## src/rtl/cc_miss_req_unit.sv

```systemverilog
// ============================================================================
// cc_miss_req_unit : issues one 8x64b WRAP AXI AR burst per cache miss and
//                    queues the miss address for the fill stage.
// Revision: 1.0
// ============================================================================
`default_nettype none

module cc_miss_req_unit #(
  parameter int FIFO_DEPTH = 4,
  parameter int FIFO_AW    = $clog2(FIFO_DEPTH)
) (
  input  logic               clk,
  input  logic               rst_n,
  input  logic               miss_req_i,
  input  logic [31:0]        miss_addr_i,
  output logic               miss_ready_o,
  output logic               mem_arvalid_o,
  input  logic               mem_arready_i,
  output logic [31:0]        mem_araddr_o,
  output logic [3:0]         mem_arlen_o,
  output logic [2:0]         mem_arsize_o,
  output logic [1:0]         mem_arburst_o,
  output logic               miss_addr_fifo_empty_o,
  output logic [31:0]        miss_addr_fifo_rdata_o,
  input  logic               miss_addr_fifo_rden_i,
  output logic [FIFO_AW:0]   outstanding_o
);

  localparam logic [FIFO_AW:0] C_DEPTH = (FIFO_AW+1)'(FIFO_DEPTH);

  typedef enum logic [0:0] {
    IDLE   = 1'b0,
    AR_REQ = 1'b1
  } state_e;

  state_e               state_q;
  logic                 arvalid_q;
  logic [31:0]          araddr_q;

  logic [31:0]          mem_q [FIFO_DEPTH];
  logic [FIFO_AW-1:0]   wr_ptr_q, wr_ptr_d;
  logic [FIFO_AW-1:0]   rd_ptr_q, rd_ptr_d;
  logic [FIFO_AW:0]     count_q, count_d;

  logic                 w_accept;
  logic                 w_pop;

  assign miss_ready_o = (state_q == IDLE) && (count_q < C_DEPTH);
  assign w_accept     = miss_req_i & miss_ready_o;
  // Pop is judged on the pre-push count, so a pop on empty is dropped even
  // when a push lands in the same cycle.
  assign w_pop        = miss_addr_fifo_rden_i & (count_q != '0);

  assign mem_arvalid_o          = arvalid_q;
  assign mem_araddr_o           = araddr_q;
  assign mem_arlen_o            = 4'd7;
  assign mem_arsize_o           = 3'd3;
  assign mem_arburst_o          = 2'b10;
  assign miss_addr_fifo_empty_o = (count_q == '0);
  assign miss_addr_fifo_rdata_o = mem_q[rd_ptr_q];
  assign outstanding_o          = count_q;

  always_comb begin
    wr_ptr_d = wr_ptr_q;
    rd_ptr_d = rd_ptr_q;
    count_d  = count_q;
    if (w_accept) wr_ptr_d = wr_ptr_q + 1'b1;
    if (w_pop)    rd_ptr_d = rd_ptr_q + 1'b1;
    case ({w_accept, w_pop})
      2'b10:   count_d = count_q + 1'b1;
      2'b01:   count_d = count_q - 1'b1;
      default: count_d = count_q;
    endcase
  end

  always_ff @(posedge clk or negedge rst_n) begin
    if (!rst_n) begin
      state_q   <= IDLE;
      arvalid_q <= 1'b0;
      araddr_q  <= '0;
    end else begin
      case (state_q)
        IDLE: begin
          if (w_accept) begin
            araddr_q  <= {miss_addr_i[31:3], 3'b000};
            arvalid_q <= 1'b1;
            state_q   <= AR_REQ;
          end
        end
        AR_REQ: begin
          if (mem_arready_i) begin
            arvalid_q <= 1'b0;
            state_q   <= IDLE;
          end
        end
        default: begin
          arvalid_q <= 1'b0;
          state_q   <= IDLE;
        end
      endcase
    end
  end

  always_ff @(posedge clk or negedge rst_n) begin
    if (!rst_n) begin
      for (int i = 0; i < FIFO_DEPTH; i++) mem_q[i] <= '0;
      wr_ptr_q <= '0;
      rd_ptr_q <= '0;
      count_q  <= '0;
    end else begin
      if (w_accept) mem_q[wr_ptr_q] <= miss_addr_i;
      wr_ptr_q <= wr_ptr_d;
      rd_ptr_q <= rd_ptr_d;
      count_q  <= count_d;
    end
  end

endmodule

`default_nettype wire

```

## config.mk

```make
export PLATFORM = sky130hd
export DESIGN_NAME = cc_miss_req_unit
export DESIGN_NICKNAME = d
export VERILOG_FILES = /design/src/rtl/cc_miss_req_unit.sv
export SDC_FILE = /design/constraint.sdc
export NUM_CORES = 1
export LEC_CHECK = 0
export ABC_CLOCK_PERIOD_IN_PS = 1750
export CAP_MARGIN = 15
export CORE_AREA = 2 2 159 161
export DETAILED_ROUTE_END_ITERATION = 8
export DIE_AREA = 0 0 161 163
export GPL_TIMING_DRIVEN = 0
export PLACE_DENSITY_LB_ADDON = 0.25
export SLEW_MARGIN = 25
export SYNTH_ARGS = -nofsm -noshare
export SYNTH_HDL_FRONTEND = slang
export SYNTH_SLANG_ARGS = --single-unit
```

## constraint.sdc

```tcl
create_clock -name clk -period 1.75 [get_ports clk]
set_input_delay 0.2625 -clock clk [delete_from_list [all_inputs] [get_ports clk]]
set_output_delay 0.2625 -clock clk [all_outputs]
set_load 0.01 [all_outputs]
```

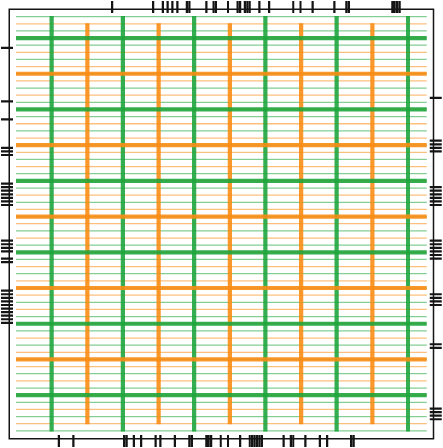
Fig. 1. PDN straps and rails (run 1).
Pins as bars on the die edge.
VSS: shown in green. VDD: shown in orange.
11 straps on met5. 59 met1 rails follow the rows. The core has 58 rows.
Die Y-Extent: 163 um
Worst IR Drop VDD: 757 uV
CORE AREA: 24700 sq um
die width: 161 um

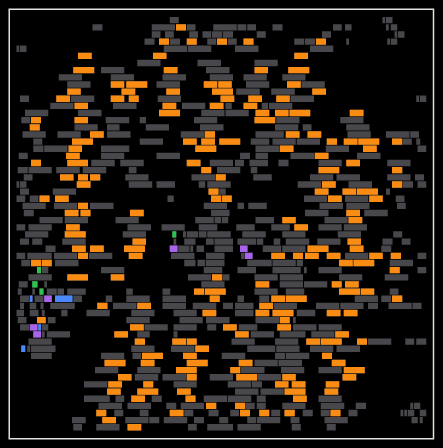
Fig. 2. Gate-type map (run 1).
nor cells: shown in blue, cells 4, most used nor2_1. xor and xnor cells: shown in purple, cells 6, most used xnor2_1. mux cells: shown in orange, cells 190, most used mux2_4, where spread over the die. aoi and oai cells: shown in green, cells 4, most used o21ai_0.

==> qor.yml, run 1 <==
drt:
  vias_per_cell: 4.48
  wl_met2_um: 9360
  top_layer: "met4"
  firstDrtPassIters: 4
  wl_per_cell_um: 19.5
  routed_wl_um: 18400
  vias: 4228
setup_path:
  worst_path_most_repeated_cell: "buf_12"
  slowest_delay_ns: 0.54
  cp.arrival_ns: 1.85
  crit_type: "reg -> out"
  path_max_fanout: 7
  critPathBufInv: 4
  startpoint_type: "flop"
  worstSetupEndpointType: "output pin"
logic_synthesis:
  synth.avg_cell_area_sq_um: 16.7
  topCombFamilyByArea: "multiplexers"
  yosysTopAreaCell: "dfrtp_1"
  aoi_share_pct: 0.416
  synth-adder-area-share_pct: 1.14
  netlist_instances: 433
  synth-edff-count: 0
  ys_seq_elements: 166
  yosys_warnings: 0
  synth_top_area_share_pct: 57.5
layout:
  antenna_cells: 0
  nets: 643
  area_share_nonclk_buffers_pct: 20.7
  lay_top_cells: "dfrtp_1 (162), mux2_4 (104), clkdlybuf4s50_1 (67)"
  nClkBuffers: 21
  clk_share_pct: 5.95
  nonClockInverterCount: 9
  comb_share_pct: 30.0
  seq_cell_count: 166
  largest_class: "registers"
  fill_cells: 2253
placement:
  hpwl_um: 11100
  dpl_cell_area_sq_um: 8780
floorplanning:
  fp_util_pct: 29.3
  rows: 58
  chip_area_sq_um: 26200
  tap_cells: 330
cts:
  cts_tree: "built"
  cts.path.max_buffers: 2
  htreeDepth: 4
  cts_sinks: 166
  cts_root_buf: "clkbuf_16"
sta:
  slew_violations: 0
  setup_violations: 34
  setup_slack_ns: -0.360
  max_freq_mhz: 474
  rsz0062_at_grt: "true"
  clock_skew_ns: 0.00757
  period_needed_ns: 2.11
  setup_tns_ns: -8.69
global_route:
  antenna_found_initial: 0
  grt_pass1_vias: 4665
status:
  status: "finished, violations left"
  violations: "negative setup slack"
min_path:
  hold_path_class: "in -> async"
power_and_ir_drop:
  cellLeakagePower_nw: 4.63
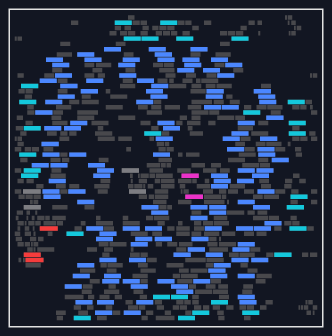
Fig. 3. Register map, names as in the netlist (run 1).
Other sequential cells in the stronger gray, the rest of the logic in the fainter gray.
outstanding_o: shown in red, flops 3. mem_araddr_o: shown in cyan, flops 29, where spread over the die. mem_q: shown in blue, flops 128, where spread over the die. rd_ptr_q: shown in magenta, flops 2.
Another 4 sequential cells are not colored.
Final Util: 43.1%
FF/Latch Area: 4160 sq um
register share of the cell area: 39.1%
total sequential power: 0.00686 W

==> run 1: Yosys cell counts, types with 2 or more instances <==
library cell    n
and2_1          4
buf_2          11
buf_4          12
buf_6          12
clkbuf_1        4
conb_1          2
dfrtp_1       166
ha_1            5
inv_1           9
mux2_1        120
mux2_2         37
mux4_2         32
nand2_1         2
nor2_1          2
o21ai_0         2
xnor2_1         4
xor2_1          2
==> run 1: power breakdown <==
group	switching (W)	leakage [nW]	internal [W]
Combinational	0.00356	2.34	0.00673
Clock	0.00154	0.296	0.00247
Sequential	0.00108	2.00	0.00578
==> run 1: worst max path at each step <==
stage	startpoint	endpoint	slack (ns)	cells past startpoint
after floorplan	outstanding_o[2]	outstanding_o[1]	-0.08	7
after global placement	rst_n	outstanding_o[2]	-6.79	1
after detailed placement	rd_ptr_q[1]	miss_addr_fifo_rdata_o[0]	-0.79	4
after CTS	rd_ptr_q[0]	miss_addr_fifo_rdata_o[14]	-0.39	5
after global routing	rd_ptr_q[0]	miss_addr_fifo_rdata_o[22]	-0.42	5
final	rd_ptr_q[0]	miss_addr_fifo_rdata_o[22]	-0.36	5
==> run 1: worst reg2reg max path, cell delays in order, from the launching register on <==
cell and delay, ns:
dfrtp_2 0.44, nor3b_4 0.22, buf_12 0.15, buf_12 0.12, inv_8 0.03, ha_4 0.15
inv_2 0.05, fa_2 0.43, mux2i_1 0.14
==> run 1: state kept, by name, indices dropped and copies added, names as in the netlist <==
name / flops
rd_ptr_q: 2
mem_araddr_o: 29
mem_q: 128
outstanding_o: 3
mem_arvalid_o: 1
wr_ptr_q: 2
state_q: 1
==> run 1: routing by layer <==
metal  vias up  track usage [%]
li1       1879                -
met1      2260             16.8
met2        76             23.5
met3        13             2.78
met4         0             4.02
met5         -                0
## Run 2: what changed since run 1
Settings changed: CORE_AREA 2 2 159 161 to 3 3 160 162, DIE_AREA 0 0 161 163 to 0 0 163 165.
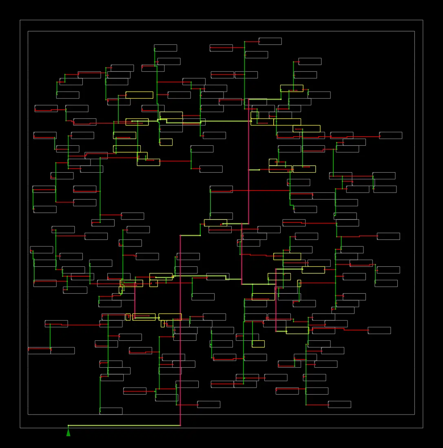
Fig. 4. The clock network (run 2).
final clock skew: 0.00726 ns
clk pwr: 0.00421 W
Worst-Skew Late Latency: 0.42 ns
Flops: 166
Clock Buffer Count: 22

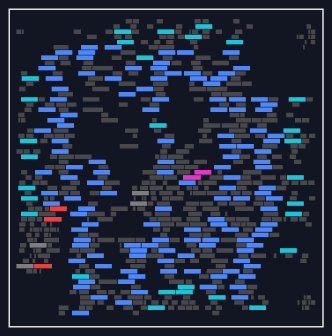
Fig. 5. Register map, names as in the netlist (run 2).
Other sequential cells in the stronger gray, the rest of the logic in the fainter gray.
rd_ptr_q: shown in magenta, flops 2. mem_araddr_o: shown in cyan, flops 29, where spread over the die. mem_q: shown in blue, flops 128, where spread over the die. outstanding_o: shown in red, flops 3.
Final Util: 44.3%
FF/Latch Area: 4160 sq um

==> run 2 against run 1 <==
Compared with the run above:
- the flow still finishes with violations (negative setup slack)
- sequential share of layout area down 0.39 points
- maximum frequency down 0.32%
- clock power up 5.0%
- clock skew about the same
- register-to-register slack worse by 0.06 ns
- synthesized cell count unchanged
- core utilization up 1.2 points
- critical path depth unchanged
- sequential power about the same
==> qor.yml, run 2 <==
status:
  status: "finished, violations left"  # unchanged
  violations: "negative setup slack"  # unchanged
power_and_ir_drop:
  vdd.ir_drop.worst_uv: 747  # was 757 uV
  cellLeakagePower_nw: 4.72  # was 4.63 nW
floorplanning:
  fp_util_pct: 29.8  # was 29.3%
  chip_area_sq_um: 26900  # was 26200 sq um
  die_w_um: 163  # was 161 um
  io_pins: 116  # unchanged
  fp.dieH_um: 165  # was 163 um
  fp.coreArea_sq_um: 24200  # was 24700 sq um
  tap_cells: 324  # was 330
  rows: 57  # was 58
logic_synthesis:
  yosysCellCount: 433  # unchanged
  netlist_instances: 433  # unchanged
  yosysChipArea_sq_um: 7220  # unchanged
  most_common_cell: "dfrtp_1"  # unchanged
  synth.avg_cell_area_sq_um: 16.7  # unchanged
  top_cells_by_count: "dfrtp_1 (166), mux2_1 (120), mux2_2 (37), mux4_2 (32)"  # unchanged
  flop_cell: "dfrtp_1"  # unchanged
  synth-edff-count: 0  # unchanged
  synth_top_area_share_pct: 57.5  # unchanged
  ys_types: 24  # unchanged
  yosysTopAreaCell: "dfrtp_1"  # unchanged
  yosys_warnings: 0  # unchanged
  ys_seq_elements: 166  # unchanged
  ys_seq_share_pct: 57.5  # unchanged
layout:
  lay_top_cells: "dfrtp_1 (163), mux2_4 (121), clkdlybuf4s50_1 (67)"  # was dfrtp_1 (162), mux2_4 (104), clkdlybuf4s50_1 (67)
  largest_reg_flops: 128  # unchanged
  nets: 648  # was 643
  top_register: "mem_q"  # unchanged
  antenna_cells: 0  # unchanged
  nonClockInverterCount: 9  # unchanged
  largest_class: "registers"  # unchanged
  clk_share_pct: 6.11  # was 5.95%
  comb_share_pct: 30.3  # was 30.0%
  seq_share_pct: 38.7  # was 39.1%
  fill_cells: 2183  # was 2253
  comb_cells: 229  # unchanged
  area_share_nonclk_buffers_pct: 20.8  # was 20.7%
sta:
  rsz0062_at_grt: "true"  # unchanged
  setup_tns_ns: -9.87  # was -8.69 ns
  fin_crit_sh_pct: 121  # about the same
  tightestPinTransition_ns: 0.665
  max_freq_mhz: 472  # was 474 MHz
  setup_violations: 58  # was 34
  period_needed_ns: 2.12  # was 2.11 ns
  setup_slack_ns: -0.367  # was -0.360 ns
  slew_violations: 0  # unchanged
global_route:
  grt_pass1_vias: 4972  # was 4665
  antenna_found_initial: 0  # unchanged
setup_path:
  crit_path_start: "rd_ptr_q[0]"  # unchanged
  worstSetupEndpointType: "output pin"  # unchanged
  cp.arrival_ns: 1.85  # about the same
  path_max_fanout: 7  # unchanged
  critPathBufInv: 4  # unchanged
  worst_path_most_repeated_cell: "buf_12"  # unchanged
  startpoint_type: "flop"  # unchanged
  slowest_delay_ns: 0.54  # about the same
  timing.critical_path.required_ns: 1.49  # about the same
  crit_type: "reg -> out"  # unchanged
  crit_path_top_delay_cell: "mux4_2"  # unchanged
placement:
  gp_congestion: 0.701  # was 0.672
  numPortBuffers: 103  # unchanged
  hpwl_um: 11200  # was 11100 um
cts:
  cts_root_buf: "clkbuf_16"  # unchanged
  clkTransAtPathRegs_ns: 0.07  # was 0.06 ns
  cts.path.max_buffers: 2  # unchanged
  cts_tree: "built"  # unchanged
  htreeDepth: 4  # unchanged
  cts_sinks: 166  # unchanged
drt:
  firstDrtPassIters: 4  # unchanged
  vias: 4282  # was 4228
  drc: 0  # unchanged
  drt_first_iter_violations: 126  # was 130
  routed_wl_um: 18900  # was 18400 um
  postRouteAntennaNets: 0  # unchanged
  vias_per_cell: 4.55  # was 4.48
  wl_per_cell_um: 20.1  # was 19.5 um
job:
  openroad.warnings: 32  # unchanged
min_path:
  hold_path_class: "in -> async"  # unchanged
==> run 2: cell counts after synthesis <==
Identical to the previous run, type by type.
==> run 2: cells by family after synthesis <==
logic type,Yosys count,share of synthesized area [%]
AOI/OAI and AO/OA,5,0.416
xor gates and xnor gates,6,0.728
adders and majority gates,6,1.14
buffers and inverters,48,4.56
DFF,166,57.5
muxes,190,34.6
other,2,0.104
and+or+nand+nor,10,0.884
==> run 2: final timing paths <==
| path | slack, ns | depth (start not counted) | to |
|---|---|---|---|
| worst min-delay path | 0.41 | 2 | mem_q[1] |
| worst max-delay path | -0.37 | 5 | miss_addr_fifo_rdata_o[29] |
| max in group asynchronous | 0.50 | 3 | outstanding_o[0] |
| min in group clk | 0.45 | 2 | state_q |
| worst max register to register | -0.10 | 8 | outstanding_o[1] |
| worst min register to register | 0.50 | 1 | mem_q[31] |
==> run 2: report_power, final <==
group          switching [W]  internal [W]  total [W]
logic                0.00367       0.00694     0.0106
clock network        0.00158       0.00263    0.00421
registers            0.00108       0.00578    0.00686
==> run 2: through the flow <==
step / cell area [sq um] / util [%] / setup slack, ns / instances
after floorplan: 7280 / - / -0.0772 / 443
after global placement: 8720 / 35.9 / -6.76 / 870
after detailed placement: 8750 / 36.1 / -0.808 / 871
after CTS: 10600 / 43.7 / -0.401 / 943
after global routing: 10700 / 44.3 / -0.429 / 942
final: 10700 / 44.3 / -0.367 / 942
==> run 2: layer usage <==
layer	part of all wire (%)	global-route usage, %
met5	0	0
met4	1.1	3.73
met3	3.3	3.19
met2	49	24.7
met1	46	18.1
==> run 2: what timing repair did <==
action	CTS	global route
setup buffers	31	5
setup endpoints to repair	191	156
resized	303	71
gates cloned	11	4
hold buffers	1	0
pin swaps	5	2
hold endpoints to repair	84	0
No activity file was given, so power comes from the tool's default toggle rates.
